**src/rtl/apb_write_scoreboard.sv**
```systemverilog
// rtl/apb_write_scoreboard.sv - logs APB write beats and checks them against a preloaded expected array.
// Optional APB_SB_DEVICE_FILTER_EN: only beats addressed to DEVICE_ID are logged.
module apb_write_scoreboard #(
  parameter int DATA_W    = 8,
  parameter int ADDR_W    = 8,
  parameter int DEV_W     = 4,
  parameter int DEPTH     = 8,
  parameter int DEVICE_ID = 0,
  localparam int IDX_W    = (DEPTH > 1) ? $clog2(DEPTH) : 1
) (
  input  logic              clk,
  input  logic              rst,
  input  logic              exp_we,
  input  logic [IDX_W-1:0]  exp_idx,
  input  logic [DATA_W-1:0] exp_data,
  input  logic              start,
  input  logic              flush,
  input  logic              apb_write,
  input  logic              ready,
  input  logic [ADDR_W-1:0] apb_addr,
  input  logic [DATA_W-1:0] apb_data,
  input  logic [DEV_W-1:0]  apb_device,
  output logic              busy,
  output logic              done,
  output logic              pass,
  output logic [IDX_W:0]    err_count,
  output logic [IDX_W-1:0]  first_err_idx,
  output logic              first_err_valid,
  output logic [IDX_W:0]    cap_count,
  input  logic [IDX_W-1:0]  rd_idx,
  output logic [DATA_W-1:0] rd_data
);

  localparam logic [1:0] S_IDLE    = 2'd0;
  localparam logic [1:0] S_CAPTURE = 2'd1;
  localparam logic [1:0] S_COMPARE = 2'd2;
  localparam logic [1:0] S_DONE    = 2'd3;

  localparam logic [IDX_W:0] DEPTH_L = (IDX_W+1)'(DEPTH);

  logic [1:0]        state;
  logic [IDX_W:0]    cmp_idx;
  logic [DATA_W-1:0] log_mem [DEPTH];
  logic [DATA_W-1:0] exp_mem [DEPTH];

  logic           dev_match;
  logic           beat;
  logic           mismatch;
  logic           exp_wr_ok;
  logic [IDX_W:0] cap_next;
  logic [IDX_W:0] cmp_next;
  logic           unused_ok;

`ifdef APB_SB_DEVICE_FILTER_EN
  assign dev_match = (apb_device == DEV_W'(DEVICE_ID));
`else
  assign dev_match = 1'b1;
`endif

  // Address is accepted for port compatibility only; device is unused without the filter.
  assign unused_ok = ^{apb_addr, apb_device};

  assign beat      = (state == S_CAPTURE) && apb_write && ready && dev_match;
  assign cap_next  = cap_count + 1'b1;
  assign cmp_next  = cmp_idx + 1'b1;
  assign mismatch  = (log_mem[cmp_idx[IDX_W-1:0]] != exp_mem[cmp_idx[IDX_W-1:0]]);
  assign exp_wr_ok = !rst && exp_we && ((state == S_IDLE) || (state == S_DONE))
                     && ({1'b0, exp_idx} < DEPTH_L);

  assign busy    = (state == S_CAPTURE) || (state == S_COMPARE);
  assign done    = (state == S_DONE);
  assign rd_data = ({1'b0, rd_idx} < DEPTH_L) ? log_mem[rd_idx] : '0;

  always_ff @(posedge clk) begin
    if (rst) begin
      state           <= S_IDLE;
      cap_count       <= '0;
      cmp_idx         <= '0;
      err_count       <= '0;
      first_err_idx   <= '0;
      first_err_valid <= 1'b0;
      pass            <= 1'b0;
    end else begin
      case (state)
        S_IDLE, S_DONE: begin
          if (start) begin
            state           <= S_CAPTURE;
            cap_count       <= '0;
            cmp_idx         <= '0;
            err_count       <= '0;
            first_err_idx   <= '0;
            first_err_valid <= 1'b0;
            pass            <= 1'b0;
          end
        end
        S_CAPTURE: begin
          // A beat on the flush edge is logged before capture closes.
          if (beat) begin
            cap_count <= cap_next;
            if (flush || (cap_next == DEPTH_L)) state <= S_COMPARE;
          end else if (flush) begin
            state <= (cap_count == '0) ? S_DONE : S_COMPARE;
          end
        end
        S_COMPARE: begin
          if (mismatch) begin
            err_count <= err_count + 1'b1;
            if (!first_err_valid) begin
              first_err_idx   <= cmp_idx[IDX_W-1:0];
              first_err_valid <= 1'b1;
            end
          end
          cmp_idx <= cmp_next;
          if (cmp_next == cap_count) begin
            state <= S_DONE;
            pass  <= (err_count == '0) && !mismatch && (cap_count == DEPTH_L);
          end
        end
        default: state <= S_IDLE;
      endcase
    end
  end

  // Log and expected arrays are plain storage: never reset.
  always_ff @(posedge clk) begin
    if (!rst && beat) log_mem[cap_count[IDX_W-1:0]] <= apb_data;
    if (exp_wr_ok) exp_mem[exp_idx] <= exp_data;
  end

endmodule

```
**config.mk**
```make
export PLATFORM = sky130hd
export DESIGN_NAME = apb_write_scoreboard
export DESIGN_NICKNAME = d
export VERILOG_FILES = /design/src/rtl/apb_write_scoreboard.sv
export SDC_FILE = /design/constraint.sdc
export NUM_CORES = 1
export LEC_CHECK = 0
export CAP_MARGIN = 0
export CORE_ASPECT_RATIO = 0.6
export CORE_UTILIZATION = 51
export CTS_CLUSTER_DIAMETER = 200
export DETAILED_ROUTE_END_ITERATION = 8
export PLACE_DENSITY = 0.76
export SLEW_MARGIN = 25
export SYNTH_ARGS = -nofsm -noshare
export SYNTH_HDL_FRONTEND = slang
export SYNTH_SLANG_ARGS = --single-unit
```
**constraint.sdc**
```tcl
create_clock -name clk -period 2.35 [get_ports clk]
set_clock_uncertainty 0.1 [all_clocks]
set_input_delay 0.3525 -clock clk [delete_from_list [all_inputs] [get_ports clk]]
set_output_delay 0.3525 -clock clk [all_outputs]
set_load 0.02 [all_outputs]
```
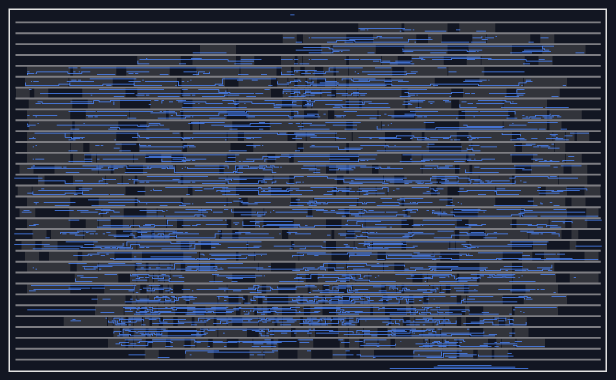
*Signal wires on met1, run 1*
Scale: 4 px per µm. Supply wires on this layer in grey.
share of all routed wire	44%
wire length on this layer	6940 µm
longest straight run	55.2 µm
main direction	horizontal
nets with wire on the layer	524
aggregate routed wire length: 15800 µm
total number of vias: 4145
met1 usage: 39.4%

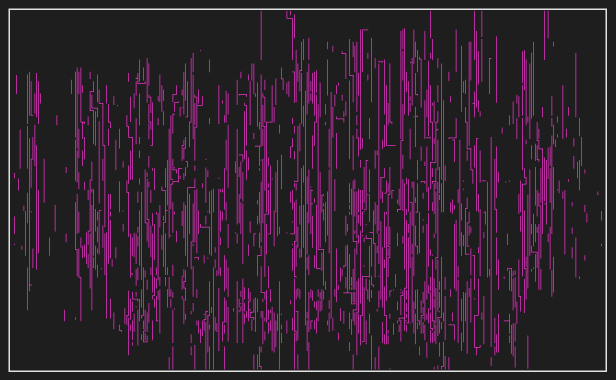
*Signal wires on met2, run 1*
Scale: 4 px per µm.
share of all routed wire	42%
longest straight run	58.5 µm
met2 Resource Use GR: 33.1%

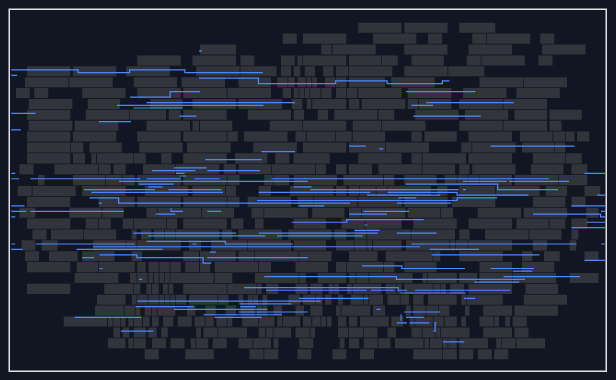
*Met3 routing, run 1*
Scale: 4 px per µm.
share of all routed wire	13%
nets with wire on the layer	86
wire length on this layer	2010 µm
longest straight run	81.4 µm
main direction	horizontal
met3 Use GR: 9.14%

==> run summary, run 1 <==
Implementation summary

The flow ran to the end, but the final reports show violations. The final reports fail on setup timing. Summed over all cells, the static leakage comes to 2.93 nW. The standard-cell row count is 31. The count of cells in the finished layout, fillers not included, comes to around 700. The tree built by TritonCTS fans out to 150 sinks. Data arrives at the worst endpoint at 2.96 ns. The number of antenna diodes in the final layout is 1.

The power consumption is 6.82 mW. The count of input and output buffers is about 50. The dominant register cell is edfxtp_1. The post-detailed-route wirelength per cell is 22.7 µm. Summing all flip-flop and latch instances after layout gives 4290 µm².

Of the combinational cells, the family taking the most area is multiplexers. The first global-routing pass estimated 24000 µm of wire. The H-tree was split into 4 levels. The worst setup path is of the reg2reg kind. With fillers left out, the area of the finished cells amounts to 8500 µm². The most critical setup path has its endpoint at err_count[1]. The wire-length estimate of the detail-placed layout is 10900 µm. The average via count per standard cell is 5.96. The die area is 13400 µm². Signal routing reaches up to met4. The highest net fanout along the worst path is 5. The number of global-route vias before repair is slightly below 4000. The most used routing layer is met1. Synthesis produced a netlist whose cell count is between 300 and 400. There are 150 flip-flops and latches. The TritonCTS clock tree is done. The kind of cell with the highest combined delay on the critical path is simple AND/OR/NAND/NOR gates. Data on the critical path is required at its endpoint by approximately 2.6 ns. The fraction of area in non-clock buffers is between 10% and 20%. In this run the register-to-register setup slack is -0.37 ns. By area, the class that comes first in the final layout consists of sequential cells.

The number of signal-net buffers in the layout is about 120. The placed cell area is a little under 8000 µm². Per the slew report, the remaining headroom to the max-slew limit stands at 58.7%. The multi-input logic portion of the cell area is 26.1%. In this run the tools logged warnings totalling 46. The signal on the critical path passes through buf_6 -> mux4_2 -> xnor2_2 -> nand4_1 -> or4_4 -> a21oi_4 -> nor2_1 -> o31ai_1. Counting distinct cell types in the post-synthesis netlist gives approximately 48. The capturing element type of the critical path is a flop. Entering global routing, the biggest net connects 17 pins. The largest stage delay on the critical path is 0.54 ns.

In this run the standard cell core region covers between 10000 and 15000 µm². The number of hold violations in the final report is 0. The count of hold buffers inserted by post-cts repair is 0. Of the total synthesized cell area, the portion taken by XOR and XNOR cells is 3.85%. The fraction of cell area in sequential cells is reported as around half.

The area growth from synthesis to layout is 28.8%. The final weighted congestion recorded by global placement is 0.881. Setup repair after global routing could not meet its margin everywhere. Of the synthesized area, sequential elements account for about two thirds.

The floorplan step set the die width to 149 µm. The count of multi-input gates is 212. The post-layout net count is 566.

The post-synthesis async set-or-reset flop share is 0%. The launching element type of the critical path is a flop. The pre-antenna-repair detailed-routing pass consisted of 5 iterations. The simple-gate share of the synthesized area is approximately 6.2%.

The slowest cell on the critical path is mux4_2. The maximum resistive drop on vdd is roughly 540 µV. The final timing report gives a worst setup slack of -0.373 ns. After synthesis, the chip area reported by Yosys is 6600 µm². The worst register-to-register path has a depth of 8. The boundary pin count is 64. The share of post-route cells with drive strength above 1 is 33.1%. The worst min-delay path class is reg2reg. The count of final max-slew check failures is 0. Wire segments on met2 add up to roughly 6700 µm in the final route.

The mean instance size in the synthesized netlist is about 17 µm². The number of endpoints failing setup at the final stage is 9. For the worst-skew pair, the clock arrives at the later sink with an insertion delay of 0.42 ns. The arithmetic-cell share of the synthesized area counting full adders, half adders and majority gates is about 1.7%. The global route stage reports its total congestion overflow as 0. The post-synthesis compound-gate area fraction is 3.20%. In this run the power density over the cells is 802 nW/µm². The top cell type by area accounts for 58.2% of the synthesized area. Across every metal layer, demand over resource in global routing totals 25.4%. The share of the cycle needed by the critical path after routing is 116%. The count of nets left with antenna violations once routing finished came out at 0.

For this block, the initial DRC count from the detailed router was 411. The endpoint of the worst-slack reg-to-reg timing path is err_count[1]. The number of cells traversed by the worst hold path is 2. The number of antenna violations at the first check in global routing is 1.

The tap cell count is 165. The post-synthesis net count is 443. Looking at area per cell type in the netlist, the leader is edfxtp_1. For the pin with the worst max-slew slack, the measured transition is 0.612 ns. The most common library cell in the layout ignoring fill and taps is edfxtp_1. Leaving out fill and tap cells, the most frequent cells in the layout are edfxtp_1 (128), buf_4 (59), mux4_2 (46). The highest clock rate this design can be run at is 0.367 GHz. The cell at the root of the clock tree is clkbuf_16. The number of non-clock inverters is 11. On the reported timing paths, the clock transition at the registers reads 0.07 ns. Setup total negative slack on the finished layout was measured at -2.95 ns. The total standard cell area after synthesis is 6600 µm².

Looking at the hold checks, the worst path lands on first_err_idx[0]. Counting I/O delays and the setup requirement, the final critical path takes 2.72 ns. The count of cell instances traversed by the critical path is 8.

The clock buffer count is 18. Clock tree synthesis inserted a total of 17 buffers. The synthesis-stage register bit count is 150. The die height is 90.1 µm. The cell count in the Yosys report is 393. The sum of met3 wire segment lengths after detailed routing is 2010 µm. The routed wirelength on the met1 layer is recorded as 6940 µm. The synthesis report lists the most area-consuming cells as edfxtp_1 (58%), mux4_2 (16%), dfxtp_1 (6.7%). The largest buffer count on any clock path is 2. For reference, the mux area share after synthesis is 18.1%. The source of the worst hold timing path is first_err_idx[0]. The area used by multi-input combinational logic is 2220 µm².

Counting tap cells, the placed design contains a total of 650 instances. The post-synth count of flops with an enable pin is 128. After detailed routing, the number of remaining DRC violations is 0. The number of synthesis warnings is 0. The fraction of the core area occupied by cells at floorplan is 53.5%. The number of fillers in the final layout is 828.
==> run 1: worst register-to-register path, cell delays in order, from the launching register on <==
cell     delay (ns)
dfxtp_4        0.40
buf_6          0.14
mux4_2         0.54
xnor2_2        0.22
nand4_1        0.16
or4_4          0.50
a21oi_4        0.27
nor2_1         0.10
o31ai_1        0.20
==> run 1: stage by stage <==
| stage | hold WS (ns) | setup slack, ns | utilization (%) |
|---|---|---|---|
| floorplan | 0.351 | -0.0609 | - |
| global placement | 0.355 | -0.508 | 62.9 |
| detailed placement | 0.352 | -0.562 | 62.9 |
| CTS | 0.365 | -0.323 | 68.4 |
| global route | 0.388 | -0.452 | 68.9 |
| finish | 0.362 | -0.373 | 68.9 |
==> run 1: power breakdown <==
group	switching, mW	internal [mW]
combinational	0.678	0.578
clock	1.10	1.46
sequential	0.0512	2.96
total	1.83	4.99
==> run 1: cells in the mapped netlist (2+ instances only) <==
| cell type | n |
|---|---|
| a21oi_1 | 6 |
| and3_1 | 2 |
| buf_1 | 2 |
| buf_2 | 2 |
| buf_4 | 3 |
| clkbuf_1 | 14 |
| dfxtp_1 | 22 |
| edfxtp_1 | 128 |
| ha_1 | 9 |
| inv_1 | 9 |
| inv_2 | 2 |
| mux2_2 | 9 |
| mux2i_1 | 6 |
| mux4_2 | 46 |
| nand2_1 | 23 |
| nand2b_1 | 5 |
| nand3_1 | 3 |
| nand4_1 | 6 |
| nand4b_1 | 2 |
| nor2_1 | 28 |
| nor2b_1 | 2 |
| nor3_1 | 5 |
| nor4_1 | 2 |
| o21ai_1 | 5 |
| o41ai_1 | 2 |
| xnor2_1 | 12 |
| xor2_1 | 17 |
==> run 1: what timing repair did <==
action                     4_1_cts  5_1_grt
gates resized                   45       15
setup endpoints to repair       18       16
buffers inserted                 4        7
cloned                           3        0
pin swaps                        1        1
### Track usage over the die, run 1

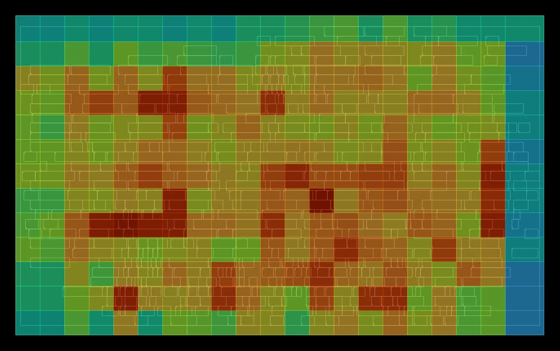

==> inputs of run 2 (changes only) <==
Settings changed: CORE_UTILIZATION 51 to 61, PLACE_DENSITY 0.76 to 0.85.
Clock period 2.35 ns to 3.2 ns, I/O delays scaled along.
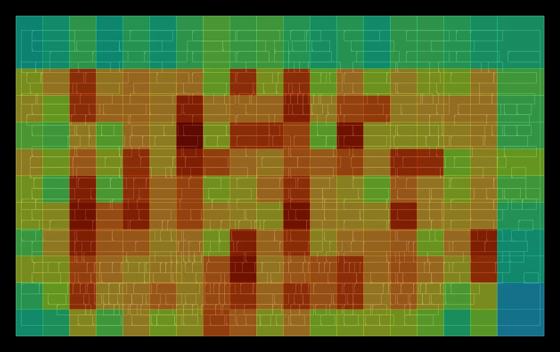
*Track usage over the die, run 2*
met1 usage: 41.8%
met3 Use GR: 7.75%
Post-Route Utilization: 79.1%
met2 Resource Use GR: 44.4%
All-Layer GR Usage: 29.4%

==> run 2 against run 1 <==
The run now ends clean. Hold slack better by 0.021 ns. Flip-flop count unchanged. Register-to-register slack better by 0.52 ns. Highest routed layer unchanged.
==> run summary, run 2 <==
Implementation summary

Looking at the cell usage after synthesis, the top flip-flop cell is edfxtp_1. The maximum number of pins on one net before global-route repair is 29. Counting the inverters off the clock network in the layout gives 11. The most used routing layer is met2.

The clock-pin transition on the worst setup and hold timing paths is 0.06 ns. The clock buffer count is 17. After synthesis, the largest area contributor takes up between 50 and 60% of total cell area. Before placement the cells fill 64.8% of the core. The stage-log warning count is 43.

After synthesis, the cell types taking the most area are edfxtp_1 (58%), mux4_2 (16%), dfxtp_1 (6.7%). The area used by multi-input combinational logic is 2190 µm². In the final layout, flip-flops and latches take up 53.2% of the cell area.

The placeable core area is approximately 10000 µm². The combinational power reported by the tool is between 800 and 900 µW. The number of endpoints failing setup at the final stage is 0.

The largest single stage delay on the critical path is 0.55 ns. The commonest cells after synthesis are edfxtp_1 (128), mux4_2 (46), nor2_1 (28). At the later pin of the worst-skew pair, clock insertion delay measures 0.42 ns. Max-slew check failures listed in the final report amount to 0.

The post-synthesis async set-or-reset flop share is 0%. The TritonCTS clock tree is done. Setup repair after global routing left no endpoint under its margin. The slowest cell on the critical path is clkdlybuf4s50_1. The share of post-route cells with drive strength above 1 is 25.3%. The mean instance size in the synthesized netlist is 16.8 µm². The leakage power in the latest report is 2.67 nW. The wire length of the first global-routing pass is 22500 µm.

Per the layout report, the design carries 79 non-clock buffers. In the layout the commonest cells are edfxtp_1 (128), clkdlybuf4s50_1 (48), mux4_2 (46). The run finished with clean final reports. Per the post-synthesis report, the nets total 443. The critical path data arrival time is 2.57 ns. The remaining global-route overflow is 0. In the final layout, the fill cell count is between 500 and 600. Per the synthesis report, the dominant area consumer among library cells is edfxtp_1. The total DRC errors in the routed layout is 0. The layout report lists the non-clock buffer share of cell area as 9.66%. The synthesized netlist cell count is just under 400.

The detailed router reports a met2 wire length of 6780 µm. The die width is 136 µm. The flow reports that the clock network draws 39.5% of the design power. The tap cell count is 135. The cell class ranked first by area is sequential cells. The post-layout net count is ~520. The warning tally printed by Yosys for this design is 0.

The H-tree was split into 4 levels. The highest clock rate this design can be run at is 0.317 GHz. The multi-input logic portion of the cell area is roughly 27%.

The count of input and output buffers is 51. Counting I/O delays and the setup requirement, the final critical path takes 3.15 ns. The layout contains a multi-input combinational cell count of 211. The final total negative setup slack is 0 ns. Measured against its own limit, the worst slew margin works out to 55.1%. After layout, the worst setup slack is 0.0460 ns.

The capturing element type of the critical path is an output port. Yosys instantiated no cell more often than edfxtp_1. The routed wirelength on the met1 layer is recorded as about 6200 µm.

Prior to clock tree synthesis, the placed netlist has a worst setup slack of just over 0.04 ns. The number of global-route vias before repair came to 4008. The kind of cell with the highest combined delay on the critical path is buffers and inverters. The global placer's final weighted congestion is 0.854.

The cell at the root of the clock tree is clkbuf_16. The routed layout has a little under 4000 vias. Routed signal wires occupy layers up through met4. The synthesized netlist occupies a cell area of 6600 µm². The maximum resistive drop on vdd is 461 µV.

The DRC violation total after the first TritonRoute iteration is 446. The post-detailed-route wirelength per cell is between 20 and 25 µm. According to the floorplan report, the die height is roughly 83 µm.

The portion of total power attributed to combinational logic is 16.6%. The post-synth tally of flip-flops with integrated enable is 128. The wire length reported by the detailed router is 14800 µm. The data required time at the worst endpoint is 2.62 ns.

The highest net fanout along the worst path is 16. The power dissipated in sequential cells is about 2.2 mW. Row generation in the floorplan step produced 28 rows. Summed over all nets, the switching power comes to around 1.3 mW. The boundary pin count is 64. The number of antenna diodes is 0. The number of antenna violations at the first check in global routing is 0. The die covers 11300 µm².

The largest buffer count on any clock path is 2. Clock tree synthesis found a total of 150 sinks. The pin slew with the least headroom to its limit is 0.665 ns.

The signal on the critical path passes through clkdlybuf4s50_1 -> buf_12 -> mux4_2 -> mux2_2 -> clkdlybuf4s50_1. The relative contribution of sequential cells to total power is 44.0%. The number of buffers inserted to repair setup after CTS is 0. The average via count per standard cell is around 6.4. The launching element type of the critical path is an input pin. Max-cap violations in this run came to 0. The register cell area after layout is 4290 µm².

The most common library cell in the layout ignoring fill and taps is edfxtp_1. Net switching is 26.5% of the power. The number of detailed-routing iterations run before antenna repair is 7.

The number of nets with antenna violations after routing is 0. The synthesis-stage register bit count is approximately 150. The number of hold violations in the final report is 0. The cell count in the Yosys report is 393.

The chip area line in the Yosys stat output reads 6600 µm². The worst min-delay path class is reg2reg. Cell internal power was estimated by the tool at 3.69 mW. The wire-length estimate of the detail-placed layout is 10500 µm. The worst setup path category is in2out.

The dominant power group is sequential cells. Yosys mapped the design onto 48 distinct sky130hd cell types. The final timing summary puts the cycle share of the worst path at 98.6%.
## run 2: netlist changes by cell type in the layout (fill, tap and decap cells not counted), sizes merged, moves of 2 or more
| cell | previous run | this run |
|---|---|---|
| dlymetal6s2s | 0 | 3 |
| clkbuf | 20 | 17 |
| clkinv | 6 | 3 |
| buf | 78 | 28 |
| inv | 13 | 16 |
| dlygate4sd2 | 2 | 0 |
| clkdlybuf4s50 | 40 | 48 |
## run 2: path summary, 6_finish.rpt
check / start / endpoint / slack, ns / cells past startpoint
setup / recovery: rd_idx[0] / rd_data[7] / 0.05 / 5
hold / removal: first_err_idx[1] / first_err_idx[1] / 0.38 / 2
setup reg to reg: flop / first_err_idx[2] / 0.15 / 8
hold reg to reg: first_err_idx[1] / first_err_idx[1] / 0.38 / 2
## run 2: what timing repair did
| action | 4_1_cts | 5_1_grt |
|---|---|---|
| endpoints found under the setup margin | 0 | 4 |
| resized | 0 | 4 |
| hold buffers | 0 | 0 |
## run 2: tightest hold or removal path, stage by stage (launching register included)
cell and delay [ns]:
dfxtp_1 0.32, nand2_1 0.06, mux2i_1 0.06
## run 2: logic make-up after synthesis
family,count (synthesis),synth area share [%]
AND-OR/OR-AND,28,3.20
XOR/XNOR,29,3.85
adder cells (fa/ha/maj),9,1.71
buffers and inverters,32,2.03
flip-flops,150,64.9
multiplexers,61,18.1
AND/OR/NAND/NOR,84,6.18
## run 2: through the flow
step | total power, mW | hold slack [ns] | std cells | cell area (µm²) | util, %
after floorplan | 2.78 | 0.368 | 393 | 6600 | -
after global placement | 3.03 | 0.357 | 586 | 7450 | 73.1
after detailed placement | 3.07 | 0.358 | 586 | 7450 | 73.1
after CTS | 5.05 | 0.383 | 618 | 8050 | 78.9
after global routing | 5.19 | 0.405 | 618 | 8060 | 79.1
final | 5.03 | 0.383 | 618 | 8060 | 79.1
### Met3 routing, run 2

Scale: 6 px per µm.
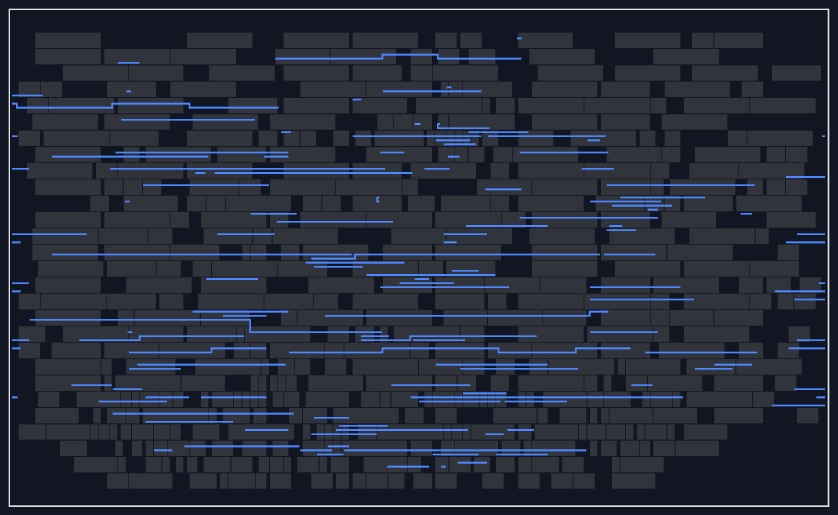

==> inputs of run 3 (changes only) <==
Settings changed: CELL_PAD_IN_SITES_DETAIL_PLACEMENT from default to 0, CELL_PAD_IN_SITES_GLOBAL_PLACEMENT from default to 1, CORE_UTILIZATION 61 to 52.
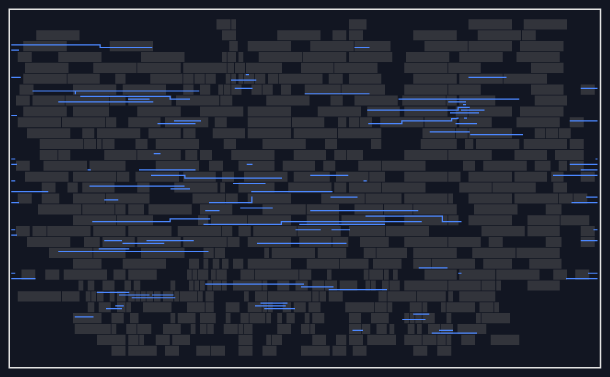
*Met3 routing, run 3*
Scale: 4 px per µm.
main direction	horizontal
nets with wire on the layer	74
wire length on this layer	944 µm
longest straight run	41.4 µm
share of all routed wire	6.6%
aggregate routed wire length: 14300 µm
total number of vias: 3914
met3 Use GR: 4.90%

==> run 3 against run 2 <==
Design area increased by 0.20%. Setup slack gained 0.019 ns. Sequential power hardly changed. Sequential share of layout area decreased by 0.11 points. Largest power group unchanged.
==> run summary, run 3 <==
Implementation summary

Yosys reports a chip area of 6600 µm². The count of input and output buffers is 51. The final total negative setup slack is 0 ns. For reference, the top cells by area after synthesis are edfxtp_1 (58%), mux4_2 (16%), dfxtp_1 (6.7%).

The worst reg-to-reg path cell count is 10. Max-slew check failures listed in the final report amount to 0. The length of routed met2 wiring is between 6000 and 7000 µm. The area growth from synthesis to layout is 22.3%. For this design, the sink count on the clock tree is around 150. The maximum clock frequency is 0.319 GHz. The number of nets with antenna violations after routing is 0. The worst slew margin relative to its limit is a little over half. The capture endpoint of the worst hold path is first_err_idx[0]. The data required time at the worst endpoint is 2.62 ns.

The capturing element type of the critical path is an output port. The number of synthesis warnings is 0. In this run the VDD rail shows a maximum IR drop of 420 µV. Summed over all nets, the half-perimeter wirelength after detailed placement is 9870 µm.

The number of antenna violations at the first check in global routing is 0. The portion of total power attributed to the clock network is 37.9%. During I/O placement, the number of pins put on the boundary was 64. The post-route netlist has around 25% of its cells at a drive strength greater than 1. In this run the power spent charging and discharging nets is approximately 1.3 mW. The number of fillers in the final layout is 857. The H-tree was split into 4 levels. The insertion delay at the late pin of the worst-skew pair is 0.43 ns.

The source of the worst hold timing path is first_err_idx[0]. Looking at the setup timing report, the critical path kind is in2out. The dominant register cell is edfxtp_1. Broken down by cell family, the worst path's largest delay share belongs to buffers and inverters. The synthesis-stage register bit count is ~150. The worst hold-check slack is 0.365 ns.

The DRC violation total after the first TritonRoute iteration is 401. Clock tree synthesis selected as its root buffer the cell clkbuf_16. Setup repair after global routing left no endpoint under its margin. The core region is approximately 12000 µm². Per the post-synthesis report, the nets total approximately 440.

In this run, power in the clock network comes to ~1.9 mW. Wire segments on met3 add up to 943 µm in the final route. The TritonCTS clock tree is done. The worst register-to-register path ends at first_err_idx[1]. Clock-pin slew was measured on the worst setup and hold paths at about 0.070 ns. The final timing report counts setup violations totalling 0. The final cell count without fillers is approximately 650. The launching element type of the critical path is an input pin.

The number of warnings reported in the stage logs is 43. The post-detailed-route wirelength per cell is between 20 and 25 µm. Along the worst path, the maximum fanout reaches 16.

The commonest cells after synthesis are edfxtp_1 (128), mux4_2 (46), nor2_1 (28). The wire length of the first global-routing pass is around 22000 µm. The die area is about 13000 µm². In the hold timing report, the worst path depth is 2. The standard-cell row count is 31.

RePlAce ended its routability-driven mode at a weighted congestion of 0.810. The internal power is around 3.5 mW. Global routing used a little under a quarter of the available tracks. Each instance of the synthesized netlist takes up on average ~17 µm². Per the cell usage report, the commonest logic cells after layout are edfxtp_1 (128), clkdlybuf4s50_1 (48), mux4_2 (46).

Of all flip-flops after synthesis, the portion carrying an async set or reset was 0%. The clock buffer count from CTS is 17. The flow reports that sequential cells draw 45.3% of the design power.

The synthesized netlist cell count is 393. Net switching is 27.5% of the power. The synthesized design contains 128 enable-type register cells. The dominant power group is sequential cells.

The post-layout worst setup margin is 0.0652 ns. The DRC violation total left in the routed layout is recorded as 0. The fraction of the core area occupied by cells at floorplan is 54.0%.

The remaining global-route overflow is 0. The power per unit of standard cell area is 605 nW/µm². The run finished with clean final reports. The largest buffer count on any clock path is 2. The pre-CTS worst setup slack is 0.0402 ns. The STA report counts the stages on the worst setup path as 5. The leakage power is 2.68 nW.
-- run 3: timing repair --
action / CTS / global route
endpoints found under the setup margin: 0 / 3
hold buffers: 0 / 0
setup buffers: 0 / 0
resized: 0 / 3
hold endpoints to repair: 0 / 0
-- run 3: area by class of cell --
type	instances	share of cell area (%)
flip-flops and latches	150	53.1
multi-input cells	211	27.0
repair buffers	84	10.1
clock buffers	18	5.31
well taps	165	2.56
clock inverters	14	1.41
inverters	11	0.511
-- run 3: cells by family (layout without fill, tap and decap cells) --
logic type / count (synthesis) / in the layout / share of synthesized area, %
xor gates and xnor gates: 29 / 29 / 3.85
muxes: 61 / 61 / 18.1
DFF: 150 / 150 / 64.9
and+or+nand+nor: 84 / 84 / 6.18
AOI/OAI and AO/OA: 28 / 28 / 3.20
adders and majority gates: 9 / 9 / 1.71
buffers and inverters: 32 / 127 / 2.03
-- run 3: how the worst max path moves through the flow --
stage | end | start | slack (ns)
floorplan | rd_data[7] | rd_idx[0] | 0.34
global placement | rd_data[0] | rd_idx[0] | 0.06
detailed placement | rd_data[0] | rd_idx[0] | 0.04
CTS | rd_data[7] | rd_idx[0] | 0.03
global route | rd_data[6] | rd_idx[0] | 0.0002
finish | rd_data[1] | rd_idx[0] | 0.07
-- run 3: stage by stage --
step	cell area, µm²	total power [mW]	util, %
floorplan	6600	2.78	-
global placement	7520	3.04	61.6
detailed placement	7520	3.06	61.6
CTS	8070	4.90	66.0
global route	8080	5.05	66.1
finish	8080	4.88	66.1
-- run 3: metal layers --
layer  vias up  track usage [%]
met5         -                0
met4         0             9.00
met3        17             4.90
met2       166             34.6
met1      2008             35.8
li1       1723                -
Power is estimated from default activity; no workload was simulated.
